<file path="src/rtl/mem_arb_pkg.sv">
// mem_arb_pkg
// Shared definitions for the BRAM port arbiter: arbiter state encoding,
// read-tag owner values, the {valid, owner} read-tag record and the default
// BRAM geometry.
package mem_arb_pkg;

  localparam int ADDR_WIDTH_DEF = 16;
  localparam int DATA_WIDTH_DEF = 32;

  localparam logic [1:0] ENC_CPU_OWN = 2'd0;
  localparam logic [1:0] ENC_DRAIN   = 2'd1;
  localparam logic [1:0] ENC_DBG_OWN = 2'd2;
  localparam logic [1:0] ENC_RETURN  = 2'd3;

  typedef enum logic [1:0] {
    CPU_OWN = ENC_CPU_OWN,
    DRAIN   = ENC_DRAIN,
    DBG_OWN = ENC_DBG_OWN,
    RETURN  = ENC_RETURN
  } arb_state_t;

  localparam logic OWNER_CPU = 1'b0;
  localparam logic OWNER_DBG = 1'b1;

  typedef struct packed {
    logic valid;
    logic owner;
  } rd_tag_t;

endpackage

</file>
<file path="src/rtl/mem_port_arbiter_rd_tag_pipe.sv">
// rd_tag_pipe
// RD_LATENCY-deep shift register of {valid, owner} read tags. A tag entered
// alongside a BRAM read address emerges at tag_out in the same cycle the BRAM
// presents the matching dob word.
//
// Ports:
//   clk, rst_n     clock, synchronous active-low reset (clears all tags)
//   tag_in         tag for the read issued this cycle
//   tag_out        tag whose data is on dob this cycle
//   cpu_in_flight  a CPU tag is still to return in a later cycle
//   dbg_in_flight  a debug tag is still to return in a later cycle
module rd_tag_pipe
  import mem_arb_pkg::*;
#(
  parameter int RD_LATENCY = 1
) (
  input  logic    clk,
  input  logic    rst_n,
  input  rd_tag_t tag_in,
  output rd_tag_t tag_out,
  output logic    cpu_in_flight,
  output logic    dbg_in_flight
);

  rd_tag_t pipe [RD_LATENCY];

  always_ff @(posedge clk) begin
    if (!rst_n) begin
      for (int i = 0; i < RD_LATENCY; i++) pipe[i] <= '0;
    end else begin
      pipe[0] <= tag_in;
      for (int i = 1; i < RD_LATENCY; i++) pipe[i] <= pipe[i-1];
    end
  end

  assign tag_out = pipe[RD_LATENCY-1];

  // The output stage is returning this cycle, so it no longer blocks an
  // ownership change; only stages still upstream of it count as in flight.
  always_comb begin
    cpu_in_flight = 1'b0;
    dbg_in_flight = 1'b0;
    for (int i = 0; i < RD_LATENCY - 1; i++) begin
      if (pipe[i].valid && (pipe[i].owner == OWNER_CPU)) cpu_in_flight = 1'b1;
      if (pipe[i].valid && (pipe[i].owner == OWNER_DBG)) dbg_in_flight = 1'b1;
    end
  end

endmodule

</file>
<file path="src/rtl/mem_port_arbiter.sv">
// mem_port_arbiter
// Shares the dual-port instruction/data BRAM between the CPU core and the
// UART debug loader. The CPU owns both ports by default; the debug loader is
// granted them only after the CPU is stalled and its reads have returned.
// Read data is steered back to whichever side issued the read address.
//
// Optional build macro MEM_ARB_WATCHDOG_EN: forces a debug session back to
// the CPU after TIMEOUT_CYCLES idle cycles in DBG_OWN and pulses dbg_timeout.
//
// Ports:
//   clk, rst_n                          clock, synchronous active-low reset
//   cpu_addra/cpu_wea/cpu_dia           CPU write port
//   cpu_re/cpu_addrb                    CPU read strobe and address
//   cpu_dob/cpu_rvalid                  CPU read data, valid pulse
//   cpu_stall                           CPU must hold its current access
//   dbg_req/dbg_gnt                     debug session request (level) / grant
//   dbg_addra/dbg_wea/dbg_dia           debug write port
//   dbg_re/dbg_addrb                    debug read strobe and address
//   dbg_dob/dbg_rvalid                  debug read data, valid pulse
//   dbg_timeout                         session force-released by watchdog
//   addra/wea/dia                       BRAM port A (write)
//   addrb/dob                           BRAM port B (read)
//
// State table:
//   CPU_OWN | CPU drives both BRAM ports, no stall
//   DRAIN   | CPU stalled, writes blocked, waiting for CPU reads to return
//   DBG_OWN | debug loader drives both BRAM ports
//   RETURN  | CPU still stalled, waiting for debug reads to return
module mem_port_arbiter
  import mem_arb_pkg::*;
#(
  parameter int ADDR_WIDTH     = ADDR_WIDTH_DEF,
  parameter int DATA_WIDTH     = DATA_WIDTH_DEF,
  parameter int DRAIN_CYCLES   = 2,
  parameter int RD_LATENCY     = 1,
  parameter int TIMEOUT_CYCLES = 65535
) (
  input  logic                    clk,
  input  logic                    rst_n,
  input  logic [ADDR_WIDTH-1:0]   cpu_addra,
  input  logic [DATA_WIDTH/8-1:0] cpu_wea,
  input  logic [DATA_WIDTH-1:0]   cpu_dia,
  input  logic                    cpu_re,
  input  logic [ADDR_WIDTH-1:0]   cpu_addrb,
  output logic [DATA_WIDTH-1:0]   cpu_dob,
  output logic                    cpu_rvalid,
  output logic                    cpu_stall,
  input  logic                    dbg_req,
  output logic                    dbg_gnt,
  input  logic [ADDR_WIDTH-1:0]   dbg_addra,
  input  logic [DATA_WIDTH/8-1:0] dbg_wea,
  input  logic [DATA_WIDTH-1:0]   dbg_dia,
  input  logic                    dbg_re,
  input  logic [ADDR_WIDTH-1:0]   dbg_addrb,
  output logic [DATA_WIDTH-1:0]   dbg_dob,
  output logic                    dbg_rvalid,
  output logic                    dbg_timeout,
  output logic [ADDR_WIDTH-1:0]   addra,
  output logic [DATA_WIDTH/8-1:0] wea,
  output logic [DATA_WIDTH-1:0]   dia,
  output logic [ADDR_WIDTH-1:0]   addrb,
  input  logic [DATA_WIDTH-1:0]   dob
);

  localparam int BW  = DATA_WIDTH / 8;
  localparam int DCW = $clog2(DRAIN_CYCLES + 1) + 1;
  localparam logic [DCW-1:0] DRAIN_TC = DCW'((DRAIN_CYCLES > 0) ? DRAIN_CYCLES - 1 : 0);

  arb_state_t state_q, state_d;
  logic [DCW-1:0] drain_cnt_q;

  rd_tag_t tag_in, tag_out;
  logic    cpu_in_flight, dbg_in_flight;

  logic wd_timeout;
  logic session_ok;

  logic [ADDR_WIDTH-1:0] addra_d, addrb_d;
  logic [BW-1:0]         wea_d;
  logic [DATA_WIDTH-1:0] dia_d;
  logic                  stall_d, gnt_d;

  always_ff @(posedge clk) begin
    if (!rst_n) state_q <= CPU_OWN;
    else        state_q <= state_d;
  end

  // Saturating so a long stay in DRAIN (CPU read slow to return) cannot wrap.
  always_ff @(posedge clk) begin
    if (!rst_n)                  drain_cnt_q <= '0;
    else if (state_q != DRAIN)   drain_cnt_q <= '0;
    else if (drain_cnt_q != '1)  drain_cnt_q <= drain_cnt_q + 1'b1;
  end

`ifdef MEM_ARB_WATCHDOG_EN
  localparam int WCW = (TIMEOUT_CYCLES > 0) ? $clog2(TIMEOUT_CYCLES + 1) : 1;
  localparam logic [WCW-1:0] WD_TC = WCW'(TIMEOUT_CYCLES);

  logic [WCW-1:0] wd_cnt_q;
  logic           wd_lock_q;
  logic           dbg_active;

  assign dbg_active = dbg_re || (|dbg_wea);
  assign wd_timeout = (state_q == DBG_OWN) && !dbg_active && (wd_cnt_q == WD_TC);

  // After a forced release the loader must drop dbg_req before it may ask
  // again; otherwise a hung loader would immediately re-grab the BRAM.
  always_ff @(posedge clk) begin
    if (!rst_n) begin
      wd_cnt_q  <= '0;
      wd_lock_q <= 1'b0;
    end else begin
      if ((state_q != DBG_OWN) || dbg_active) wd_cnt_q <= '0;
      else if (wd_cnt_q != WD_TC)             wd_cnt_q <= wd_cnt_q + 1'b1;
      if (wd_timeout)    wd_lock_q <= 1'b1;
      else if (!dbg_req) wd_lock_q <= 1'b0;
    end
  end

  assign session_ok = !wd_lock_q;
`else
  logic unused_timeout_param;
  assign unused_timeout_param = |TIMEOUT_CYCLES;
  assign wd_timeout = 1'b0;
  assign session_ok = 1'b1;
`endif

  always_comb begin
    state_d  = state_q;
    addra_d  = cpu_addra;
    dia_d    = cpu_dia;
    addrb_d  = cpu_addrb;
    wea_d    = '0;
    stall_d  = 1'b0;
    gnt_d    = 1'b0;
    tag_in   = '0;
    case (state_q)
      CPU_OWN: begin
        wea_d        = cpu_wea;
        tag_in.valid = cpu_re;
        tag_in.owner = OWNER_CPU;
        if (dbg_req && session_ok) state_d = DRAIN;
      end
      DRAIN: begin
        stall_d = 1'b1;
        if (!dbg_req)
          state_d = CPU_OWN;
        else if ((drain_cnt_q >= DRAIN_TC) && !cpu_in_flight)
          state_d = DBG_OWN;
      end
      DBG_OWN: begin
        stall_d      = 1'b1;
        gnt_d        = 1'b1;
        addra_d      = dbg_addra;
        wea_d        = dbg_wea;
        dia_d        = dbg_dia;
        addrb_d      = dbg_addrb;
        tag_in.valid = dbg_re;
        tag_in.owner = OWNER_DBG;
        if (!dbg_req || wd_timeout) state_d = RETURN;
      end
      RETURN: begin
        stall_d = 1'b1;
        if (!dbg_in_flight) state_d = CPU_OWN;
      end
      default: state_d = CPU_OWN;
    endcase
  end

  rd_tag_pipe #(
    .RD_LATENCY(RD_LATENCY)
  ) u_rd_tag_pipe (
    .clk          (clk),
    .rst_n        (rst_n),
    .tag_in       (tag_in),
    .tag_out      (tag_out),
    .cpu_in_flight(cpu_in_flight),
    .dbg_in_flight(dbg_in_flight)
  );

  // Outputs are forced to their idle values while rst_n is low so a reset
  // drops the grant and blocks writes in the same cycle, not one later.
  assign addra       = rst_n ? addra_d : '0;
  assign wea         = rst_n ? wea_d   : '0;
  assign dia         = rst_n ? dia_d   : '0;
  assign addrb       = rst_n ? addrb_d : '0;
  assign cpu_stall   = rst_n && stall_d;
  assign dbg_gnt     = rst_n && gnt_d;
  assign dbg_timeout = rst_n && wd_timeout;

  assign cpu_rvalid = rst_n && tag_out.valid && (tag_out.owner == OWNER_CPU);
  assign dbg_rvalid = rst_n && tag_out.valid && (tag_out.owner == OWNER_DBG);
  assign cpu_dob    = rst_n ? dob : '0;
  assign dbg_dob    = rst_n ? dob : '0;

endmodule

</file>
<file path="config.mk">
export PLATFORM = sky130hd
export DESIGN_NAME = mem_port_arbiter
export DESIGN_NICKNAME = d
export VERILOG_FILES = /design/src/rtl/mem_arb_pkg.sv /design/src/rtl/mem_port_arbiter_rd_tag_pipe.sv /design/src/rtl/mem_port_arbiter.sv
export SDC_FILE = /design/constraint.sdc
export NUM_CORES = 1
export LEC_CHECK = 0
export CAP_MARGIN = 20
export CORE_AREA = 2 2 120 122
export DETAILED_ROUTE_END_ITERATION = 8
export DIE_AREA = 0 0 122 124
export PLACE_DENSITY = 0.58
export SYNTH_ARGS = -nofsm -noshare
export SYNTH_HDL_FRONTEND = slang
export SYNTH_HIERARCHICAL = 1
export SYNTH_SLANG_ARGS = --single-unit
</file>
<file path="constraint.sdc">
create_clock -name clk -period 1.41 [get_ports clk]
set_input_delay 0.2115 -clock clk [delete_from_list [all_inputs] [get_ports clk]]
set_output_delay 0.2115 -clock clk [all_outputs]
set_load 0.02 [all_outputs]
</file>
run_1/met1.png
Drawn at 3 px/um.
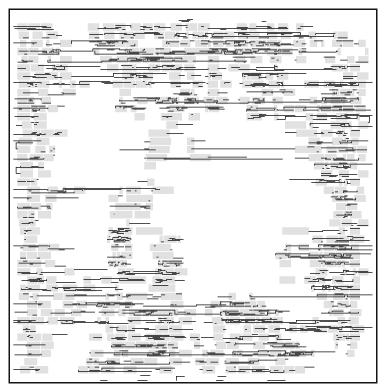
share of all routed wire = 37%
main direction = horizontal
wire length on this layer = 4510 um
nets with wire on the layer = 646
longest straight run = 40.5 um

run_1/met2.png
Drawn at 4 px/um.
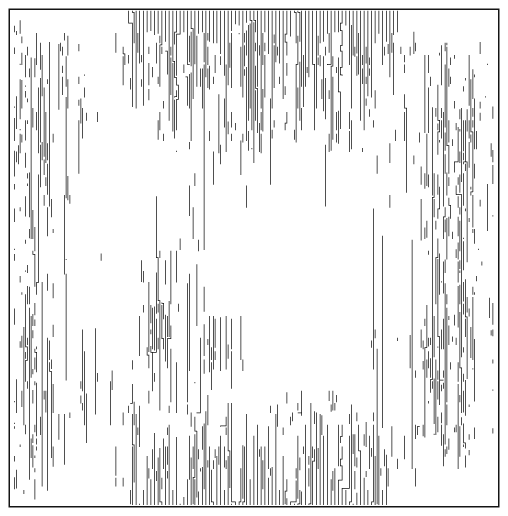
nets with wire on the layer = 678
longest straight run = 57.1 um
wire length on this layer = 6250 um
main direction = vertical
share of all routed wire = 52%

run_1/met3.png
Drawn at 2 px/um.
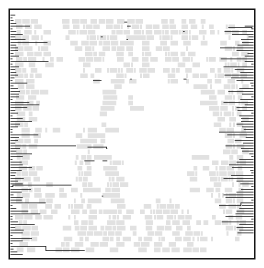
longest straight run = 32.4 um
share of all routed wire = 9.4%
main direction = horizontal

-- run 1: power breakdown --
group          leakage, nW  internal, mW  switching, mW  total [mW]
Combinational         3.30         0.908          0.631        1.54
Sequential          0.0581         0.204        0.00448       0.208
Clock               0.0382         0.376          0.106       0.482
-- run 1: repair_timing --
| item | CTS | global route |
|---|---|---|
| pin swaps | 2 | 33 |
| setup buffers | 3 | 9 |
| endpoints found under the setup margin | 136 | 138 |
| resized | 333 | 183 |
| gates cloned | 3 | 5 |
-- run 1: synthesized netlist by cell type (2+ instances only) --
cell      count  area share, %
clkbuf_1     10            1.7
conb_1        2           0.33
buf_6        11            5.5
mux2i_1       6            2.7
buf_2         4           0.89
buf_4        35             12
and2_1       36             10
nand3b_1      2           0.67
a21boi_1     12            4.0
dfxtp_1       7            6.2
nor2_1       10            1.7
a21boi_0      4            1.3
nand2_1     130             22
a21boi_2     48             24
ha_1          3            1.7
inv_1         2           0.33
-- run 1: final cells by class --
cell class	instances	area (um2)	area share, %
clock buffer	4	78.8	1.32
tap	180	225	3.77
multi-input combinational	267	1840	30.8
timing repair buffer	337	3660	61.3
inverter	3	18.8	0.315
sequential	7	145	2.43
-- run 1: worst paths after layout --
path / slack (ns) / cells after the start / endpoint / start
min: 0.53 / 3 / u_rd_tag_pipe/pipe[0][0] / rst_n
max: -0.24 / 7 / addrb[0] / state_q[0]
max reg2reg: 0.15 / 5 / flop / drain_cnt_q[1]
min reg2reg: 0.56 / 2 / drain_cnt_q[2] / drain_cnt_q[2]
-- run 1: cell families after synthesis --
family	Yosys count	share of synthesized area, %
AND/OR/NAND/NOR	185	36.8
flip-flops	7	6.25
XOR/XNOR	1	0.391
buffers and inverters	64	21.0
AND-OR/OR-AND	69	30.9
adder cells (fa/ha/maj)	3	1.67
other	2	0.335
multiplexers	6	2.68
-- run 1: worst max-delay path, cell delays in order (launching register included) --
cell	delay, ns
dfxtp_2	0.31
nand2b_4	0.18
inv_8	0.10
buf_12	0.11
clkbuf_16	0.16
nand2_4	0.05
a21boi_2	0.14
buf_4	0.15
-- run 1: routing by layer --
layer	GRT usage [%]	up-vias	routed length, um
met2	24.0	178	6250
met4	3.52	0	143
met3	3.34	12	1130
li1	-	1607	-
met5	0	-	0
met1	15.2	1466	4510
-- run 1: stage by stage --
stage	instance area (um2)	setup TNS [ns]	util (%)	worst slack, ns	hold WS (ns)
floorplan	2290	0	-	0.0745	0.333
detailed placement	5280	-42.14	38.5	-0.465	0.537
global route	5970	-16.24	43.5	-0.310	0.539
CTS	5410	-29.30	39.5	-0.332	0.515
finish	5970	-11.81	43.5	-0.245	0.531
global placement	5280	-40.59	38.5	-0.440	0.509
==> impl_metrics.toml, run 1 <==
# generated from flow reports
[outcome]
status = "finished with violations"
violations = "setup timing"

[clocking]
clkSinkCount = 7
cts_tree = "built"
clk_latency_ns = 0.23

[placed_design]
place_inst = 776
dp_hpwl_um = 8710

[synthesis]
synth_area_per_cell_um2 = 6.65
synth-edff-count = 0
synthCells = 337

[global_route]
grt_pass1_wl_um = 15900
grt_pass1_vias = 3197
grt_overflow_total = 0
grt_util_all_layers_pct = 13.2
grt_max_degree = 53

[final_layout]
synthToLayoutAreaGrowth_pct = 166
antennaDiodeCount = 0
drive_above_1_share_pct = 32.4
nNetsFinal = 795

[floorplan]
fp_util_pct = 16.3
dieArea_um2 = 15100
fp.dieH_um = 124

[sta]
fmax_ghz = 0.604
setup_viol = 66
fin_worst_skew_ns = 0.000388
drv_slew = 0
finalWorstSetupSlack_ns = -0.245

[power_and_ir_drop]
leakage_nw = 3.39
powerDensity_nw_per_um2 = 373

[routing]
vias = 3263
drt-total-wl_um = 12000
drc_errors = 0
avgRoutedWirePerCell_um = 15.1

[min_path]
hold_class = "input pin to flop"

[setup_path]
cp_data_arrival_time_ns = 1.44
run_1/final_congestion.png
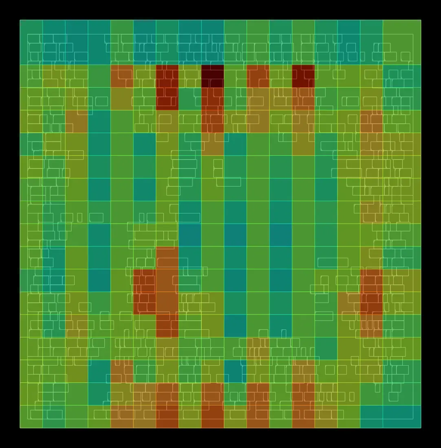

--- run 2 (diff from run 1) ---
--- a/config.mk
+++ b/config.mk
@@ -6,10 +6,12 @@
 export NUM_CORES = 1
 export LEC_CHECK = 0
 export CAP_MARGIN = 20
-export CORE_AREA = 2 2 120 122
+export CELL_PAD_IN_SITES_DETAIL_PLACEMENT = 1
+export CELL_PAD_IN_SITES_GLOBAL_PLACEMENT = 1
+export CORE_AREA = 2 2 130 132
 export DETAILED_ROUTE_END_ITERATION = 8
-export DIE_AREA = 0 0 122 124
-export PLACE_DENSITY = 0.58
+export DIE_AREA = 0 0 132 134
+export PLACE_DENSITY = 0.79
 export SYNTH_ARGS = -nofsm -noshare
 export SYNTH_HDL_FRONTEND = slang
 export SYNTH_HIERARCHICAL = 1
==> constraint.sdc (replaced) <==
create_clock -name clk -period 1.6 [get_ports clk]
set_input_delay 0.24 -clock clk [delete_from_list [all_inputs] [get_ports clk]]
set_output_delay 0.24 -clock clk [all_outputs]
set_load 0.02 [all_outputs]
run_2/final_congestion.png
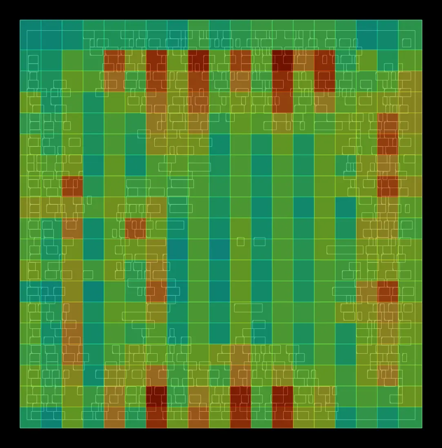
WL per Instance: 15.5 um
met2 Use GR: 24.2%
met1 Usage GRT: 14.5%

run_2/met2.png
Drawn at 4 px/um.
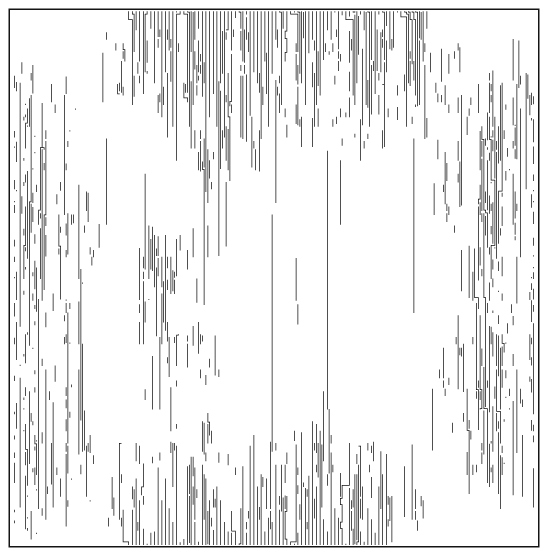
main direction = vertical
wire length on this layer = 6490 um
longest straight run = 64.6 um
share of all routed wire = 50%
nets with wire on the layer = 697

run_2/met3.png
Drawn at 2 px/um.
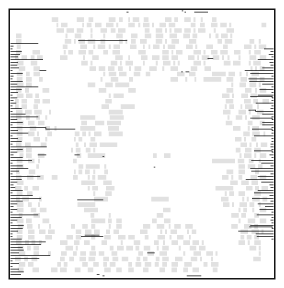
wire length on this layer = 952 um
main direction = horizontal

==> run 2 against run 1 <==
Critical path depth shrank 1. Synthesized cell count is the same. Die area grew 17%. Sequential share of layout area grew 0.17 points. Clock skew grew 0.0030 ns. Largest power group unchanged. The run still ends with setup timing left. Sequential cell count is the same. Wire length grew 7.0%. Global-route usage shrank 0.27 points. First-iteration DRC count shrank 38%.
==> impl_metrics.toml, run 2 <==
# generated from flow reports
[placed_design]
place_inst = 820
dp_hpwl_um = 9930

[synthesis]
synth-edff-count = 0
top_cell = "nand2_1"
topCellsByArea = "a21boi_2 (24%), nand2_1 (22%), buf_4 (12%)"
top_area_cell = "a21boi_2"
synth_top_area_share_pct = 24.1
top_cells_by_count = "nand2_1 (130), a21boi_2 (48), and2_1 (36), buf_4 (35), a21boi_1 (12)"
synthCells = 337

[setup_path]
cp_top_family = "buffers and inverters"
cp_data_arrival_time_ns = 1.39
slowest_stage = "dfxtp_2"
r2r-start = "drain_cnt_q[1]"
cp_cell_sequence = "nand2b_4 > clkinv_8 > buf_8 > nand2_2 > a21boi_2 > buf_6"
path_buffers = 3
crit_end = "addra[10]"
max_stage_delay_ns = 0.31
critPathLaunch = "state_q[0]"
reg2reg_depth = 5
cp.depth = 6

[final_layout]
nNetsFinal = 787
combGateArea_um2 = 1720
synthToLayoutAreaGrowth_pct = 145
stdcell_area_um2 = 5490
drive_above_1_share_pct = 28.4

[floorplan]
fp.dieH_um = 134
fp_util_pct = 13.8
dieArea_um2 = 17700

[sta]
setup_viol = 23
holdWs_ns = 0.536
tns_ns = -0.367
fmax_ghz = 0.613
finalWorstSetupSlack_ns = -0.0313
fin_worst_skew_ns = 0.00342
drv_slew = 0

[outcome]
violations = "setup timing"
status = "finished with violations"

[routing]
drt-total-wl_um = 12900
drc_errors = 0
vias = 3271

[global_route]
grt_pass1_wl_um = 18300
grt_max_degree = 31
grt_util_all_layers_pct = 12.9

[min_path]
min_from = "drain_cnt_q[2]"

[power_and_ir_drop]
leakage_nw = 2.49

[clocking]
clkSinkCount = 7
cts_tree = "built"
[run 2: cell counts after synthesis]
Identical to the previous run, type by type.
[run 2: logic make-up after synthesis]
logic type,share of synthesized area [%]
compound gates,30.9
xor+xnor,0.391
fa+ha+maj,1.67
buf+inv,21.0
flops,6.25
mux,2.68
other cells,0.335
simple gates,36.8
[run 2: area by class of cell]
cell class / instances / area share [%]
multi-input combinational: 267 / 31.3
clock buffer: 4 / 1.44
inverter: 3 / 0.433
sequential: 7 / 2.60
timing repair buffer: 329 / 59.2
tap: 220 / 5.02
[run 2: worst reg2reg max path: stages (launching register included)]
cell and delay [ns]:
dfxtp_1 0.36, inv_1 0.06, ha_1 0.17, nor4_1 0.36, o2bb2ai_1 0.14, and2_1 0.17
[run 2: repair_timing]
action	in CTS	in global routing
cloned	2	4
endpoints found under the setup margin	136	69
pin swaps	0	3
buffers inserted	1	0
gates resized	407	70
[run 2: worst min path at each step]
| stage | to | slack [ns] | cells past startpoint |
|---|---|---|---|
| 6_report | drain_cnt_q[2] | 0.54 | 2 |
| 2_1_floorplan | u_rd_tag_pipe/pipe[0][1] | 0.36 | 1 |
| 4_1_cts | drain_cnt_q[2] | 0.55 | 2 |
| 3_3_place_gp | drain_cnt_q[2] | 0.53 | 2 |
| 3_5_place_dp | drain_cnt_q[2] | 0.54 | 2 |
| 5_1_grt | drain_cnt_q[2] | 0.59 | 2 |
[run 2: metal layers]
metal	share of wire, %	wire length (um)	up-vias
met2	50	6490	179
met4	1.9	244	0
met1	40	5190	1492
met3	7.4	952	18
met5	0	0	-
li1	-	-	1582
[run 2: power by group]
part	internal, mW	switching [mW]	total (mW)
combinational	0.744	0.547	1.29
sequential	0.181	0.00356	0.184
clock	0.332	0.0953	0.427
total	1.26	0.646	1.90
run_2/met1.png
Drawn at 3 px/um.
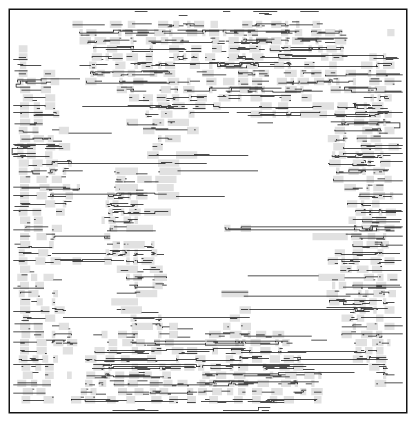

--- run 3 (diff from run 2) ---
--- a/config.mk
+++ b/config.mk
@@ -12,6 +12,7 @@
 export DETAILED_ROUTE_END_ITERATION = 8
 export DIE_AREA = 0 0 132 134
 export PLACE_DENSITY = 0.79
+export SKIP_LAST_GASP = 1
 export SYNTH_ARGS = -nofsm -noshare
 export SYNTH_HDL_FRONTEND = slang
 export SYNTH_HIERARCHICAL = 1
run_3/met1.png
Drawn at 3 px/um.
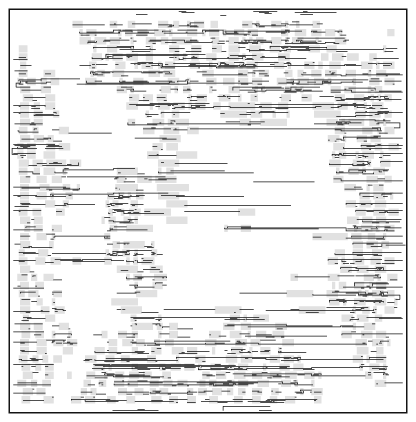
wire length on this layer = 5600 um
longest straight run = 62.6 um
share of all routed wire = 40%

run_3/met2.png
Drawn at 4 px/um.
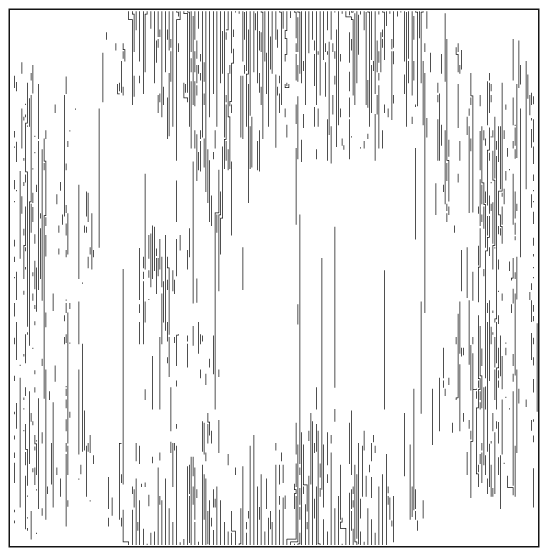
wire length on this layer = 7150 um
longest straight run = 62.2 um
nets with wire on the layer = 716
share of all routed wire = 51%

run_3/met3.png
Drawn at 2 px/um.
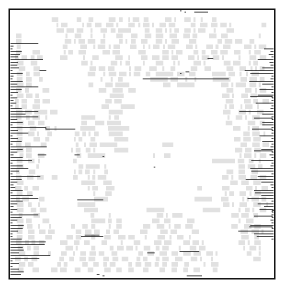
share of all routed wire = 7.1%
wire length on this layer = 997 um

==> run 3 against run 2 <==
The run still ends with setup timing left. Worst hold slack improved by 0.0052 ns. Area after synthesis did not move. Combinational power barely moved. Non-clock buffer count up 11. Sequential cell count stayed put. Global-route usage fell by 0.064 points. Clock power barely moved. Highest routed layer unchanged. Sequential power is essentially flat. Wire length grew 8.6%. Critical endpoint is now dia[14].
==> impl_metrics.toml, run 3 <==
# generated from flow reports
[outcome]
status = "finished with violations"
violations = "setup timing"

[routing]
drt-total-wl_um = 14000
vias = 3352
drtPass1Iterations = 4
drt_iter0_drc = 59
vias_per_cell = 3.98
drc_errors = 0
avgRoutedWirePerCell_um = 16.6

[placed_design]
portBuffers = 308
dp_hpwl_um = 9930

[power_and_ir_drop]
ir_drop_v = 0.000244
leakage_nw = 2.77
powerDensity_nw_per_um2 = 332
p_total_mw = 1.93

[setup_path]
cp_cell_sequence = "nand2b_4 > buf_12 > clkinv_8 > clkbuf_16 > nand2_1 > a21boi_2 > buf_4"
path_buffers = 4
cp_max_fo = 6
cp_top_family = "buffers and inverters"
slowest_stage = "dfxtp_2"
endpoint_kind = "output port"
start_kind = "flop"
cp_data_arrival_time_ns = 1.46
max_stage_delay_ns = 0.31
worstPathRequired_ns = 1.36

[synthesis]
top_cell = "nand2_1"
synthCells = 337
topCellsByArea = "a21boi_2 (24%), nand2_1 (22%), buf_4 (12%)"
synth_top_area_share_pct = 24.1
synth-edff-count = 0
top_cells_by_count = "nand2_1 (130), a21boi_2 (48), and2_1 (36), buf_4 (35), a21boi_1 (12)"
yosysCellCount = 337
ys_ff = 7
top_area_cell = "a21boi_2"

[final_layout]
nNetsFinal = 799
mostFrequentLayoutCell = "clkdlybuf4s50_1"
drive_above_1_share_pct = 29.9
mostFrequentLayoutCells = "clkdlybuf4s50_1 (171), nand2_1 (108), dlygate4sd2_1 (69), a21boi_2 (54), buf_4 (45)"
synthToLayoutAreaGrowth_pct = 160
filler_cell_count = 1952
combGateArea_um2 = 1820

[sta]
fmax_ghz = 0.589
drv_slew = 0
setup_viol = 66
post-route-min-period_ns = 1.70
finalWorstSetupSlack_ns = -0.0977
tns_ns = -3.78
fin_worst_skew_ns = 0.00348
fin_crit_sh_pct = 106

[floorplan]
fp_util_pct = 13.8
fp.dieH_um = 134
dieArea_um2 = 17700
die_x_um = 132
core_area_um2 = 16300

[global_route]
grt_max_degree = 31
antenna_found_initial = 0
grt_pass1_wl_um = 18200
grt_overflow_total = 0
grt_util_all_layers_pct = 12.8

[clocking]
clkTransAtPathRegs_ns = 0.04
hold_buffers = 0
cts_made_buffers = 3
clk_latency_ns = 0.23
clkSinkCount = 7
cts_tree = "built"

[flow_run]
warnings = 29
## run 3: netlist changes by cell type in the layout (fill, tap and decap cells not counted), sizes merged
cell	before	now
buf	84	91
clkinv	1	2
clkbuf	10	12
dlygate4sd2	67	69
## run 3: worst paths after layout
path,start,endpoint,slack (ns),depth (start not counted)
min,drain_cnt_q[2],drain_cnt_q[2],0.54,2
max,state_q[0],dia[14],-0.1,7
min reg2reg,drain_cnt_q[2],drain_cnt_q[2],0.54,2
max reg2reg,drain_cnt_q[1],flop,0.23,5
## run 3: logic make-up (layout without fill, tap and decap cells)
group                      Yosys count  count (layout)  synth area share [%]
AOI/OAI and AO/OA                   69              69                  30.9
xor gates and xnor gates             1               1                 0.391
adders and majority gates            3               3                  1.67
buffers and inverters               64             348                  21.0
DFF                                  7               7                  6.25
muxes                                6               6                  2.68
other                                2               3                 0.335
and+or+nand+nor                    185             185                  36.8
## run 3: metrics by stage
step                std cells  area (um2)  hold WS (ns)  utilization (%)  worst slack, ns
finish                    842        5830         0.541             35.8          -0.0977
global route              842        5830         0.587             35.8           -0.156
CTS                       827        5350         0.548             32.9           -0.216
detailed placement        820        5330         0.538             32.7           -0.339
global placement          820        5330         0.525             32.7           -0.335
floorplan                 338        2250         0.362                -            0.108
## run 3: metal layers
layer | vias up | share of wire [%] | routed length, um | track usage, %
li1 | 1604 | - | - | -
met2 | 182 | 51 | 7150 | 24.4
met5 | - | 0 | 0 | 0
met4 | 0 | 1.6 | 230 | 3.02
met1 | 1550 | 40 | 5600 | 14.3
met3 | 16 | 7.1 | 996 | 3.17
## run 3: timing repair
action / CTS / global route
endpoints found under the setup margin: 136 / 69
cloned: 2 / 11
gates resized: 309 / 194
pin swaps: 0 / 32
setup buffers: 1 / 5
## run 3: cell type report
class                   count  area share (%)
repair buffers            340            59.4
multi-input cells         267            31.2
well taps                 220            4.72
flip-flops and latches      7            2.43
clock buffers               4            1.35
inverters                   3           0.644
repair inverters            1           0.279
## run 3: where the power goes
| group | switching, mW | internal (mW) |
|---|---|---|
| Clock | 0.0956 | 0.332 |
| Combinational | 0.565 | 0.757 |
| Sequential | 0.00351 | 0.181 |
## run 3: worst min-delay path, delay by kind of cell, from the launching register on
| family | cells | cell delay [ns] |
|---|---|---|
| multiplexers | 1 | 0.08 |
| AND/OR/NAND/NOR | 1 | 0.07 |
| flip-flops | 1 | 0.35 |
Power and IR drop assume default switching activity.
